Run 1, placement by cell class:
The bar under the picture is 20 um long. Fill, decap, tap and diode cells in gray.
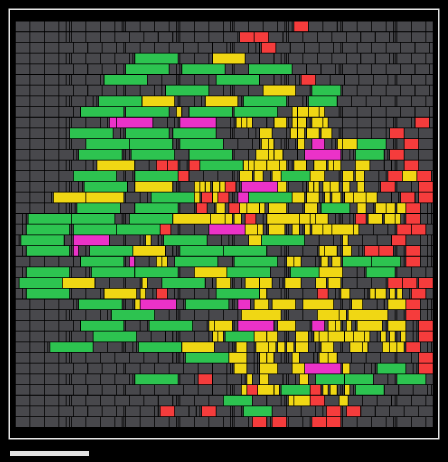
Run 1, signal wires on met4:
The bar under the picture is 20 um long.
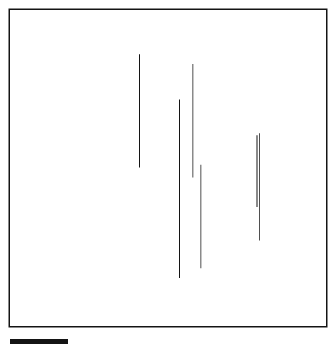
Run 1, gate-type map:
The bar under the picture is 20 um long.
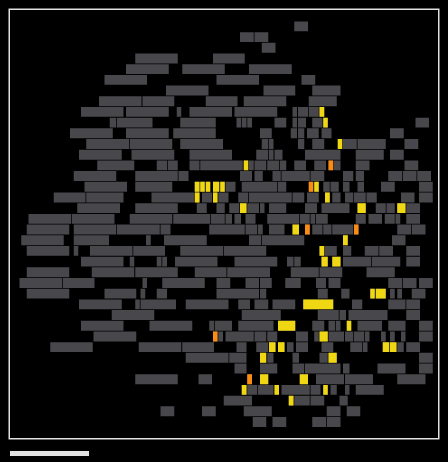
==> config.mk <==
export PLATFORM = sky130hd
export DESIGN_NAME = ip_sequencer_flat
export DESIGN_NICKNAME = d
export VERILOG_FILES = /design/src/rtl/ip_sequencer_if.sv /design/src/rtl/ip_sequencer.sv /design/src/flat_wrapper.sv
export SDC_FILE = /design/constraint.sdc
export NUM_CORES = 1
export LEC_CHECK = 0
export CAP_MARGIN = 20
export CORE_UTILIZATION = 35
export CTS_CLUSTER_SIZE = 30
export DETAILED_ROUTE_END_ITERATION = 8
export HOLD_SLACK_MARGIN = 0.15
export PLACE_DENSITY = 0.65
export SLEW_MARGIN = 20
export SYNTH_ARGS = -nofsm -noshare
export SYNTH_HDL_FRONTEND = slang
export SYNTH_SLANG_ARGS = --single-unit
==> constraint.sdc <==
create_clock -name CLK -period 4 [get_ports CLK]
set_clock_uncertainty 0.1 [all_clocks]
set_input_delay 0.6 -clock CLK [delete_from_list [all_inputs] [get_ports CLK]]
set_output_delay 0.6 -clock CLK [all_outputs]
set_load 0.005 [all_outputs]
==> src/rtl/ip_sequencer_if.sv <==
`default_nettype none
// ============================================================================
// Module   : ip_sequencer_if
// Brief    : Decode-side control inputs and fetch-side IP outputs of the
//            IP sequencer.
// Revision : 1.0
// ============================================================================
interface ip_sequencer_if #(
  parameter int AW        = 8,
  parameter int RAS_DEPTH = 8,
  parameter int NINT      = 4
);
  localparam int CW = $clog2(RAS_DEPTH + 1);

  logic            op_valid;
  logic [2:0]      op_class;
  logic [AW-1:0]   op_target;
  logic [1:0]      br_cond;
  logic            fl_zf;
  logic            fl_cf;
  logic            stall;
  logic [NINT-1:0] int_req;
  logic [NINT-1:0] int_mask;
  logic            err_clr;
  logic [AW-1:0]   IP;
  logic [NINT-1:0] int_ack;
  logic            in_isr;
  logic [CW-1:0]   ras_count;
  logic            ras_overflow;
  logic            ras_underflow;

  modport master (
    output op_valid, op_class, op_target, br_cond, fl_zf, fl_cf, stall,
           int_req, int_mask, err_clr,
    input  IP, int_ack, in_isr, ras_count, ras_overflow, ras_underflow
  );

  modport slave (
    input  op_valid, op_class, op_target, br_cond, fl_zf, fl_cf, stall,
           int_req, int_mask, err_clr,
    output IP, int_ack, in_isr, ras_count, ras_overflow, ras_underflow
  );
endinterface
`default_nettype wire

==> src/rtl/ip_sequencer.sv <==
`default_nettype none
// ============================================================================
// Module   : ip_sequencer
// Brief    : Next-IP sequencer with internal return-address stack and
//            vectored, maskable, non-nesting interrupts.
// Revision : 1.0
// ============================================================================
module ip_sequencer #(
  parameter int AW        = 8,
  parameter int RAS_DEPTH = 8,
  parameter int NINT      = 4,
  parameter int VEC_BASE  = 'hF0
) (
  input  wire logic     CLK,
  input  wire logic     RESET,
  ip_sequencer_if.slave bus
);
  localparam int CW = $clog2(RAS_DEPTH + 1);
  localparam int PW = $clog2(RAS_DEPTH);

  localparam logic [CW-1:0] c_ras_full = CW'(RAS_DEPTH);
  localparam logic [AW-1:0] c_vec_base = AW'(VEC_BASE);
  localparam logic [2:0]    c_cls_jmp  = 3'd1;
  localparam logic [2:0]    c_cls_br   = 3'd2;
  localparam logic [2:0]    c_cls_call = 3'd3;
  localparam logic [2:0]    c_cls_ret  = 3'd4;
  localparam logic [2:0]    c_cls_iret = 3'd5;

  logic [AW-1:0]   r_ip;
  logic [AW-1:0]   r_ras [RAS_DEPTH];
  logic [CW-1:0]   r_cnt;
  logic            r_isr;
  logic [NINT-1:0] r_ack;
  logic            r_ovf;
  logic            r_unf;

  logic [NINT-1:0] w_pending;
  logic [NINT-1:0] w_int_onehot;
  logic [AW-1:0]   w_int_ofs;
  logic            w_take_int;
  logic            w_ras_full;
  logic            w_ras_empty;
  logic [PW-1:0]   w_push_idx;
  logic [PW-1:0]   w_top_idx;
  logic [AW-1:0]   w_ras_top;
  logic [AW-1:0]   w_ip_inc;
  logic            w_br_taken;

  assign w_pending   = bus.int_req & bus.int_mask;
  assign w_ras_full  = (r_cnt == c_ras_full);
  assign w_ras_empty = (r_cnt == '0);
  assign w_push_idx  = PW'(r_cnt);
  assign w_top_idx   = PW'(r_cnt - CW'(1));
  assign w_ras_top   = r_ras[w_top_idx];
  assign w_ip_inc    = r_ip + AW'(1);
  // A full RAS leaves the request pending rather than losing the return IP.
  assign w_take_int  = (|w_pending) && !r_isr && !w_ras_full;

  // Lowest-numbered pending line wins: scan downwards so it is written last.
  always_comb begin
    w_int_onehot = '0;
    w_int_ofs    = '0;
    for (int i = NINT - 1; i >= 0; i--) begin
      if (w_pending[i]) begin
        w_int_onehot    = '0;
        w_int_onehot[i] = 1'b1;
        w_int_ofs       = AW'(i);
      end
    end
  end

  always_comb begin
    w_br_taken = 1'b0;
    case (bus.br_cond)
      2'd0:    w_br_taken = bus.fl_zf;
      2'd1:    w_br_taken = !bus.fl_zf;
      2'd2:    w_br_taken = bus.fl_cf;
      default: w_br_taken = !bus.fl_cf;
    endcase
  end

  always_ff @(posedge CLK) begin
    if (RESET) begin
      r_ip  <= '0;
      r_cnt <= '0;
      r_isr <= 1'b0;
      r_ack <= '0;
      r_ovf <= 1'b0;
      r_unf <= 1'b0;
    end else begin
      r_ack <= '0;
      if (!bus.stall) begin
        // Clear first so an error raised below in the same cycle wins.
        if (bus.err_clr) begin
          r_ovf <= 1'b0;
          r_unf <= 1'b0;
        end
        if (w_take_int) begin
          r_ras[w_push_idx] <= r_ip;
          r_cnt             <= r_cnt + CW'(1);
          r_ip              <= c_vec_base + w_int_ofs;
          r_isr             <= 1'b1;
          r_ack             <= w_int_onehot;
        end else if (bus.op_valid) begin
          case (bus.op_class)
            c_cls_jmp: r_ip <= bus.op_target;
            c_cls_br:  r_ip <= w_br_taken ? bus.op_target : w_ip_inc;
            c_cls_call: begin
              if (w_ras_full) begin
                r_ovf <= 1'b1;
              end else begin
                r_ras[w_push_idx] <= w_ip_inc;
                r_cnt             <= r_cnt + CW'(1);
              end
              r_ip <= bus.op_target;
            end
            c_cls_ret, c_cls_iret: begin
              if (w_ras_empty) begin
                r_ip  <= w_ip_inc;
                r_unf <= 1'b1;
              end else begin
                r_ip  <= w_ras_top;
                r_cnt <= r_cnt - CW'(1);
              end
              if (bus.op_class == c_cls_iret) begin
                r_isr <= 1'b0;
              end
            end
            default: r_ip <= w_ip_inc;
          endcase
        end
      end
    end
  end

  assign bus.IP            = r_ip;
  assign bus.int_ack       = r_ack;
  assign bus.in_isr        = r_isr;
  assign bus.ras_count     = r_cnt;
  assign bus.ras_overflow  = r_ovf;
  assign bus.ras_underflow = r_unf;
endmodule
`default_nettype wire

==> src/flat_wrapper.sv <==
// flat-port wrapper written by rule: the top's interface ports become plain ports
module ip_sequencer_flat 
#(
  parameter int AW        = 8,
  parameter int RAS_DEPTH = 8,
  parameter int NINT      = 4,
  parameter int VEC_BASE  = 'hF0
)
  (CLK, RESET, bus_op_valid, bus_op_class, bus_op_target, bus_br_cond, bus_fl_zf, bus_fl_cf, bus_stall, bus_int_req, bus_int_mask, bus_err_clr, bus_IP, bus_int_ack, bus_in_isr, bus_ras_count, bus_ras_overflow, bus_ras_underflow);
  ip_sequencer_if #(.AW(AW), .RAS_DEPTH(RAS_DEPTH), .NINT(NINT)) bus_i ();
  input  wire logic CLK;
  input  wire logic RESET;
  input wire logic [$bits(bus_i.op_valid)-1:0] bus_op_valid;
  input wire logic [$bits(bus_i.op_class)-1:0] bus_op_class;
  input wire logic [$bits(bus_i.op_target)-1:0] bus_op_target;
  input wire logic [$bits(bus_i.br_cond)-1:0] bus_br_cond;
  input wire logic [$bits(bus_i.fl_zf)-1:0] bus_fl_zf;
  input wire logic [$bits(bus_i.fl_cf)-1:0] bus_fl_cf;
  input wire logic [$bits(bus_i.stall)-1:0] bus_stall;
  input wire logic [$bits(bus_i.int_req)-1:0] bus_int_req;
  input wire logic [$bits(bus_i.int_mask)-1:0] bus_int_mask;
  input wire logic [$bits(bus_i.err_clr)-1:0] bus_err_clr;
  output wire logic [$bits(bus_i.IP)-1:0] bus_IP;
  output wire logic [$bits(bus_i.int_ack)-1:0] bus_int_ack;
  output wire logic [$bits(bus_i.in_isr)-1:0] bus_in_isr;
  output wire logic [$bits(bus_i.ras_count)-1:0] bus_ras_count;
  output wire logic [$bits(bus_i.ras_overflow)-1:0] bus_ras_overflow;
  output wire logic [$bits(bus_i.ras_underflow)-1:0] bus_ras_underflow;
  assign bus_i.op_valid = bus_op_valid;
  assign bus_i.op_class = bus_op_class;
  assign bus_i.op_target = bus_op_target;
  assign bus_i.br_cond = bus_br_cond;
  assign bus_i.fl_zf = bus_fl_zf;
  assign bus_i.fl_cf = bus_fl_cf;
  assign bus_i.stall = bus_stall;
  assign bus_i.int_req = bus_int_req;
  assign bus_i.int_mask = bus_int_mask;
  assign bus_i.err_clr = bus_err_clr;
  assign bus_IP = bus_i.IP;
  assign bus_int_ack = bus_i.int_ack;
  assign bus_in_isr = bus_i.in_isr;
  assign bus_ras_count = bus_i.ras_count;
  assign bus_ras_overflow = bus_i.ras_overflow;
  assign bus_ras_underflow = bus_i.ras_underflow;
  ip_sequencer #(.AW(AW), .RAS_DEPTH(RAS_DEPTH), .NINT(NINT), .VEC_BASE(VEC_BASE)) u_core (.CLK(CLK), .RESET(RESET), .bus(bus_i));
endmodule
==> notes.md, run 1 <==
run results: most frequent logic cells in the routed design 64 x sky130_fd_sc_hd__edfxtp_1, 46 x sky130_fd_sc_hd__clkdlybuf4s50_1, 31 x sky130_fd_sc_hd__nand2_1, number of enable flip-flop cells 64, relative max-transition margin 0.5557, fmax 0.3170 GHz, complex-gate fraction of the synthesized area 0.1105, xor and xnor area share after synthesis 0.03723, clock tree from TritonCTS built, cell count in the Yosys report 296, total of fill cells in the finished design 986, die footprint around 0.012 mm2, launch point of the worst path u_core.bus.ras_count[1], main flop type sky130_fd_sc_hd__edfxtp_1, share of synthesized cell area in and, or, nand and nor gates 0.1292, yosys stat area around 0.004 mm2, floorplan die width 108.9 um, area share of buffers outside the clock network 0.1171, highest-count logic cell in the final layout sky130_fd_sc_hd__edfxtp_1, result of the run complete, no violations, warning total across the stage logs 29, Final Hold Fails 0, setup total negative slack 0 ns, final setup fails 0, floorplan net count around 330
About 'placement by cell class':
color	class	cells	share of their area
red	remaining buffers and delay cells	62	12%
green	sequential cells	83	48%
magenta	clock drivers and dummy loads	16	5.7%
yellow	combinational and other logic	200	34%

About 'signal wires on met4':
wire length on this layer	235 um
share of all routed wire	2.4%

About 'gate-type map':
color	family	cells	most used
yellow	nor cells	39	nor2_1
orange	inv cells	6	inv_1

==> run 1: worst min path at each step <==
stage | slack [ns] | end | from | depth (start not counted)
2_1_floorplan | 0.35 | u_core.bus.ras_overflow | u_core.bus.ras_overflow | 2
3_3_place_gp | 0.35 | u_core.bus.ras_overflow | u_core.bus.ras_overflow | 2
3_5_place_dp | 0.36 | u_core.bus.ras_overflow | u_core.bus.ras_overflow | 2
4_1_cts | 0.37 | u_core.bus.ras_overflow | u_core.bus.ras_overflow | 2
5_1_grt | 0.39 | u_core.bus.ras_overflow | u_core.bus.ras_overflow | 2
6_report | 0.37 | u_core.bus.ras_overflow | u_core.bus.ras_overflow | 2
==> run 1: metal layers <==
| metal | wire [um] | GRT usage | share of wire |
|---|---|---|---|
| met4 | 235 | 0.06564 | 0.024 |
| met5 | 0 | 0 | 0 |
| met3 | 489 | 0.04961 | 0.050 |
| met2 | 4685 | 0.2889 | 0.48 |
| met1 | 4289 | 0.2174 | 0.44 |
==> run 1: where the power goes <==
| group | switching, uW | internal, uW | leakage, uW | total [uW] |
|---|---|---|---|---|
| Clock | 338 | 420 | 0.000130 | 758 |
| Combinational | 259 | 224 | 0.000841 | 483 |
| Sequential | 29.2 | 965 | 0.000748 | 994 |
| Total | 627 | 1610 | 0.00172 | 2240 |
==> run 1: critical path, cell delays in order (launching register included) <==
cell,delay (ns)
sky130_fd_sc_hd__dfxtp_1,0.49
sky130_fd_sc_hd__inv_1,0.15
sky130_fd_sc_hd__ha_1,0.33
sky130_fd_sc_hd__and3b_1,0.34
sky130_fd_sc_hd__or3_4,0.40
sky130_fd_sc_hd__nor3_1,0.32
sky130_fd_sc_hd__o21ai_1,0.18
sky130_fd_sc_hd__nor2_1,0.29
sky130_fd_sc_hd__buf_4,0.24
--- run 2 (diff from run 1) ---
PLACE_DENSITY = 0.67   (was 0.65)
clock period = 2.85 ns   (was 4 ns; I/O delays follow)
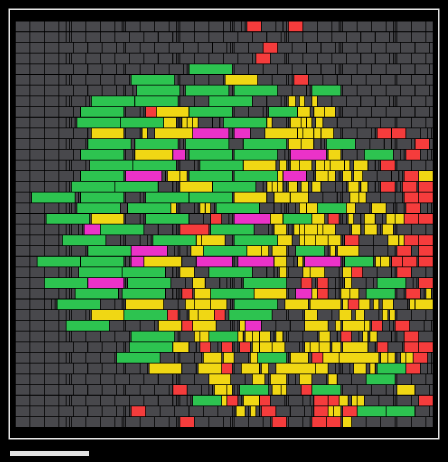
Run 2: placement by cell class
The bar under the picture is 20 um long. Fill, decap, tap and diode cells in gray.
color	class	cells	share of their area
green	sequential cells	83	46%
magenta	clock drivers and dummy loads	16	6.1%
yellow	combinational and other logic	200	34%
red	remaining buffers and delay cells	72	13%

==> notes.md, run 2 <==
run results: floorplan die width 108.9 um (unchanged), yosys stat area 0.003999 mm2 (unchanged), number of enable flip-flop cells 64 (unchanged), main flop type sky130_fd_sc_hd__edfxtp_1, largest fanout on the critical path 7, launch point of the worst path u_core.bus.ras_count[1], die footprint 0.01186 mm2 (unchanged), cells traversed along the worst timing path inv_1, ha_2, xor2_4, buf_4, mux4_1, o21ai_1, o221ai_1, a32o_1, start point of the worst hold path u_core.bus.ras_overflow, clock tree from TritonCTS built, placement-stage cell area 0.004860 mm2, Final Hold Fails 0 (unchanged), share of synthesized cell area in and, or, nand and nor gates 0.1292 (unchanged), Area leader share 0.4806, most frequent logic cells in the routed design 64 x sky130_fd_sc_hd__edfxtp_1, 46 x sky130_fd_sc_hd__clkdlybuf4s50_1, 31 x sky130_fd_sc_hd__nand2_1, setup total negative slack 0 ns (unchanged), Crit Path Class reg -> reg, GRT Util Overall 0.1756, cell count in the Yosys report 296 (unchanged), slowest library cell on the worst path sky130_fd_sc_hd__mux4_1, cells taking the most area after synthesis sky130_fd_sc_hd__edfxtp_1 48%, sky130_fd_sc_hd__dfxtp_1 9.5%, sky130_fd_sc_hd__mux4_2 6.2%, Peak supply drop 0.0003788 V, fmax 0.3832 GHz (+21%), highest-count logic cell in the final layout sky130_fd_sc_hd__edfxtp_1, count of hold-fix buffers inserted at cts 0, post-CTS sizing 0, First-pass DRT Iterations 4, relative max-transition margin 0.6100 (+0.05424), warning total across the stage logs 29 (unchanged), Critical Path Max Stage Delay 0.58 ns (+0.09 ns), result of the run complete, no violations, register name with the most flops u_core.r_ras, floorplan net count 328 (unchanged), final setup fails 0 (unchanged), aggregate routed wire length 9609 um, crit path buf inv count 2 (unchanged), setup slack, reg-to-reg 0.24 ns, number of global-route vias before repair between 2000 and 3000, Top Family by Delay on Critical Path multiplexers, starting DRC count in detailed routing 183, xor and xnor area share after synthesis 0.03723 (unchanged), # H-tree levels 3, total of fill cells in the finished design 933 (-5.4%), MaxCap Viol Count 0
==> run 2: cell counts after synthesis <==
Identical to the previous run, type by type.
==> run 2: path summary, 6_finish.rpt <==
check	end	depth (start not counted)
max	u_core.bus.IP[3]	8
min	u_core.bus.ras_overflow	2
max reg2reg	u_core.bus.IP[3]	8
min reg2reg	u_core.bus.ras_overflow	2
==> run 2: cell families after synthesis <==
| kind of cell | count (synthesis) |
|---|---|
| buffers and inverters | 19 |
| and+or+nand+nor | 100 |
| xor gates and xnor gates | 14 |
| AOI/OAI and AO/OA | 52 |
| adders and majority gates | 4 |
| muxes | 24 |
| DFF | 83 |
==> run 2: layer usage <==
layer / GRT usage / part of all wire
met1: 0.2140 / 0.43
met2: 0.2987 / 0.49
met5: 0 / 0
met3: 0.04065 / 0.061
met4: 0.07143 / 0.019
==> run 2: power breakdown <==
group / internal (uW) / switching (uW) / total (uW)
Clock: 628 / 546 / 1170
Sequential: 1350 / 36.2 / 1390
Combinational: 360 / 382 / 741
==> run 2: worst reg2reg max path, stage by stage (launching register included) <==
cell and delay [ns]:
sky130_fd_sc_hd__dfxtp_1 0.31, sky130_fd_sc_hd__inv_1 0.11, sky130_fd_sc_hd__ha_2 0.32, sky130_fd_sc_hd__xor2_4 0.35, sky130_fd_sc_hd__buf_4 0.21, sky130_fd_sc_hd__mux4_1 0.59
sky130_fd_sc_hd__o21ai_1 0.17, sky130_fd_sc_hd__o221ai_1 0.12, sky130_fd_sc_hd__a32o_1 0.21
==> run 2: cell type report <==
type / instances / area, um2 / area share
sequential: 83 / 2302 / 0.4458
multi-input combinational: 194 / 1692 / 0.3276
timing repair buffer: 72 / 668.1 / 0.1294
clock buffer: 9 / 225.2 / 0.04362
tap: 140 / 175.2 / 0.03392
clock inverter: 7 / 78.83 / 0.01527
inverter: 6 / 22.52 / 0.004362
No activity file was given, so power comes from the tool's default toggle rates.
